==> config.mk <==
export PLATFORM = sky130hd
export DESIGN_NAME = matrix_scan_ctrl
export DESIGN_NICKNAME = d
export VERILOG_FILES = /design/src/rtl/matrix_scan_ctrl_pkg.sv /design/src/rtl/matrix_row_decode.sv /design/src/rtl/matrix_scan_ctrl.sv
export SDC_FILE = /design/constraint.sdc
export NUM_CORES = 1
export LEC_CHECK = 0
export CORE_MARGIN = 2
export CORE_UTILIZATION = 47
export CTS_CLUSTER_SIZE = 8
export DETAILED_ROUTE_END_ITERATION = 8
export PLACE_DENSITY_LB_ADDON = 0.12
export RECOVER_POWER = 50
export REMOVE_ABC_BUFFERS = 1
export SYNTH_ARGS = -nofsm -noshare
export SYNTH_HDL_FRONTEND = slang
export SYNTH_SLANG_ARGS = --single-unit
==> constraint.sdc <==
create_clock -name clk -period 2 [get_ports clk]
set_input_delay 0.2 -clock clk [delete_from_list [all_inputs] [get_ports clk]]
set_output_delay 0.2 -clock clk [all_outputs]
set_load 0.01 [all_outputs]
Fig. 1: routed metal, one colour a layer
Bar = 10 um. Two of the layers only.
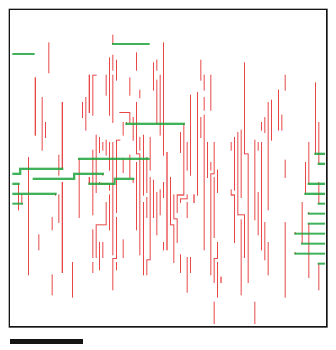
M2: shown in red, wire length 760 um. M3: shown in green, wire length 79.3 um.
Total Wirelength: 1510 um
drt wl/cell: 12.5 um
GRT Util Overall: 0.182

Fig. 2: routed clock nets over the placement
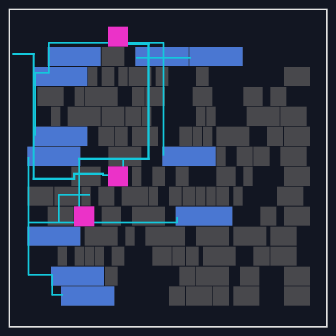
clock-net drivers: shown in magenta, count 3. clock wires: shown in cyan, length 178 um. flip-flops: shown in blue, count 11.
There are 4 routed clock nets.
worst skew pair latency: 0.27 ns
part of the power in the clock network: 0.392
clk_skew: 0.000899 ns

Fig. 3: PDN straps and rails
Bar = 10 um. Pins as bars on the die edge.
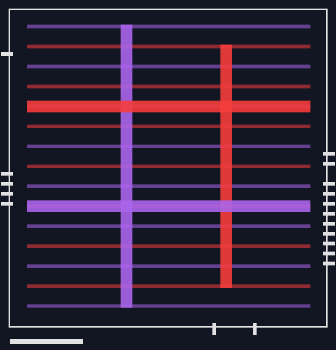
VSS: shown in purple. VDD: shown in red.
2 straps on met4. 15 met1 rails follow the rows. 2 straps on met5. 18 signal pins sit on the boundary.
Die X: 43.1 um
chip height: 43.1 um
maximum vdd ir drop: 332 uV

Fig. 4: cells coloured by class
Fill, decap, tap and diode cells in grey.
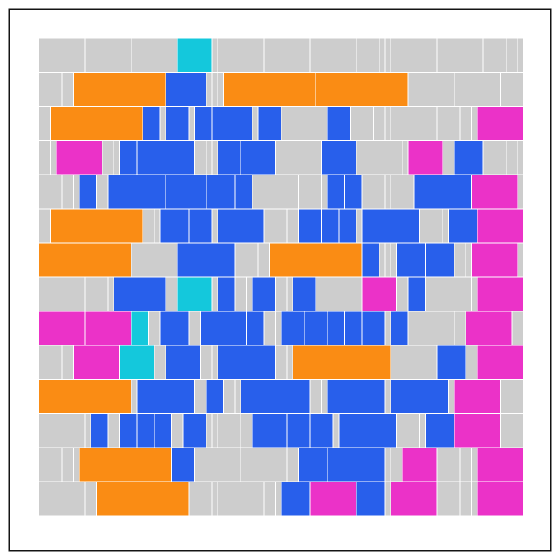
remaining buffers and delay cells: shown in magenta, cells 20, share of their area 21%. registers: shown in orange, cells 11, share of their area 24%. remaining logic cells: shown in blue, cells 70, share of their area 52%. clock drivers and dummy loads: shown in cyan, cells 4, share of their area 2.9%.
Finished Core Util: 0.632
flop share of the area: 0.238

==> impl_metrics.tcl <==
# implementation run metrics
set metrics [dict create \
    layout-drive-gt1-share 0.0952 \
    ys_types 28 \
    ios 18 \
    firstDrtPassIters 4 \
    p_per_area_mw_per_mm2 427 \
    numSynthFlops 11 \
    period_used_share 0.943 \
    core_mm2 0.00147 \
    rsz0062_at_grt "no" \
    ys_seq_share 0.307 \
    via_count 655 \
    xor_share 0.0244 \
    drcViolationCount 0 \
    htree_levels 1 \
    globalplace.congestion 0.772 \
    via_per_inst 5.41 \
    topCombFamilyByArea "simple AND/OR/NAND/NOR gates" \
    maxSlewViolCount 0 \
    ys_sh_simple 0.255 \
    hold_violations 0 \
    post-dp-hpwl_um 1150 \
    busiest_layer "met2" \
    antenna_found_initial 0 \
    clkTransAtPathRegs_ns 0.07 \
    root_buffer "clkbuf_4" \
    cts_buffer_depth 2 \
    yosysChipArea_um2 717 \
    area_growth_pct 29.7 \
    cp.required_ns 1.80 \
    drt-initial-drc-count 17 \
    largest_reg_flops 4 \
    tritoncts "yes" \
    hold_depth 1 \
    synthMuxAreaShare 0 \
    period_needed_ns 1.89 \
    ys_sh_adder 0.209 \
    diodes 0 \
    antenna_left 0 \
    aoi_share 0.141 \
    yosys_warnings 0 \
    cp.arrival_ns 1.69 \
    setup.worst_path.start_class "flip-flop" \
    r2r_cells 5 \
    initCoreUtil 0.487 \
    status "complete, no violations" \
    synthesis.area_um2 717 \
    max_clock_freq_mhz 530 \
    leakage_nw 0.405 \
    syn_inst 84 \
    syn_area_per_cell_um2 8.53 \
    crit_type "reg -> out" \
    cts_sinks 11 \
    crit_fanout 6 \
    warnings 33 \
    grt_util_met3 0.0468 \
    numCtsBuffers 3 \
    hold_class "reg -> reg" \
    die_area_mm2 0.00185 \
    io_buffers 17 \
    tns_ns 0 \
    maxSlewHeadroom 0.831 \
    ff2ff_setup_slack_ns 0.38 \
    grt_pass1_vias 569 \
    yosys_cells 84 \
    setup_violations 0 \
    totalPowerFinal_w 0.000397 \
    grt_util_met2 0.321 \
    met1_usage 0.185 \
    end_kind "output pin" \
    grt-ovfl-total 0 \
    cts_setup_buffers 0 \
    grt_max_degree 10 \
    row_count 14 \
    drv_cap 0 \
    finalNetCount 121 \
    max_slew.worst_pin.slew_ns 0.251 \
    grt_pass1_wl_um 2450 \
]
[through the flow]
step / instance area (um^2) / worst slack (ns) / cells / util / hold slack (ns)
floorplan: 698 / 0.522 / 81 / - / 0.388
global placement: 911 / 0.373 / 117 / 0.619 / 0.451
detailed placement: 911 / 0.342 / 117 / 0.619 / 0.461
CTS: 937 / 0.0319 / 121 / 0.637 / 0.477
global route: 930 / 0.00837 / 121 / 0.632 / 0.505
finish: 930 / 0.114 / 121 / 0.632 / 0.470
[synthesized netlist by cell type]
cell type	n	area share
a21bo_1	1	0.014
inv_1	7	0.037
nand2_1	6	0.031
xnor2_1	1	0.012
clkbuf_1	1	0.0052
or3b_1	1	0.012
or3_1	1	0.0087
and3_1	6	0.052
a31oi_1	1	0.0087
nor2_1	8	0.042
and3_2	1	0.010
nand4_1	1	0.0087
and2_1	2	0.017
o21ai_0	3	0.021
nand3b_1	1	0.010
buf_4	2	0.021
nand3_1	4	0.028
o21ba_2	1	0.014
o211ai_1	1	0.010
nor3_1	2	0.014
o2111a_1	1	0.016
nor2b_1	1	0.0087
a21oi_1	5	0.035
xor2_1	1	0.012
nor3b_1	1	0.010
dfxtp_1	11	0.31
a21oi_4	1	0.023
ha_1	12	0.21
[per-layer routing]
metal,wire [um],vias up
met2,759,24
met4,32,0
met5,0,-
met3,79,4
met1,638,302
li1,-,325
[critical path, cell delays in order (launching register included)]
cell and delay (ns):
dfxtp_2 0.37, ha_1 0.18, ha_1 0.20, and2_1 0.13, clkdlybuf4s50_1 0.52
[cells by family (layout without fill, tap and decap cells)]
kind of cell	Yosys count	in the layout
xor+xnor	2	2
simple gates	35	35
flops	11	11
compound gates	14	14
fa+ha+maj	12	12
buf+inv	10	31
[final cells by class]
cell class,instances,area (um^2)
Inverter,7,26.3
Tap cell,16,20.0
Clock buffer,4,26.3
Fill cell,135,542
Sequential cell,11,221
Timing Repair Buffer,20,193
Multi-Input combinational cell,63,443
[power breakdown]
group	internal (W)	total, W	switching (W)
Sequential	0.000220	0.000222	0.00000157
Clock	0.0000774	0.000155	0.0000780
Combinational	0.00000925	0.0000197	0.0000105
[placed cells by master, fill, tap and decap left out, drive strengths merged]
cell type and n:
nand3b 1, nor2 8, nor2b 1, nor3b 1, inv 7, nand2 6
o21ai 3, o21ba 1, o211ai 1, buf 3, a21oi 6, clkbuf 4
a31oi 1, and2 2, nor3 2, and3 7, xnor2 1, or3b 1
nand4 1, dfxtp 11, o2111a 1, clkdlybuf4s50 10, or3 1, ha 12
nand3 4, xor2 1, a21bo 1, dlygate4sd3 7
[repair_timing]
action | in CTS | in global routing
endpoints found under the setup margin | 0 | 7
resized | 0 | 2
endpoints found under the hold margin | 0 | 0
hold buffers | 0 | 0
Power and IR drop assume default switching activity.
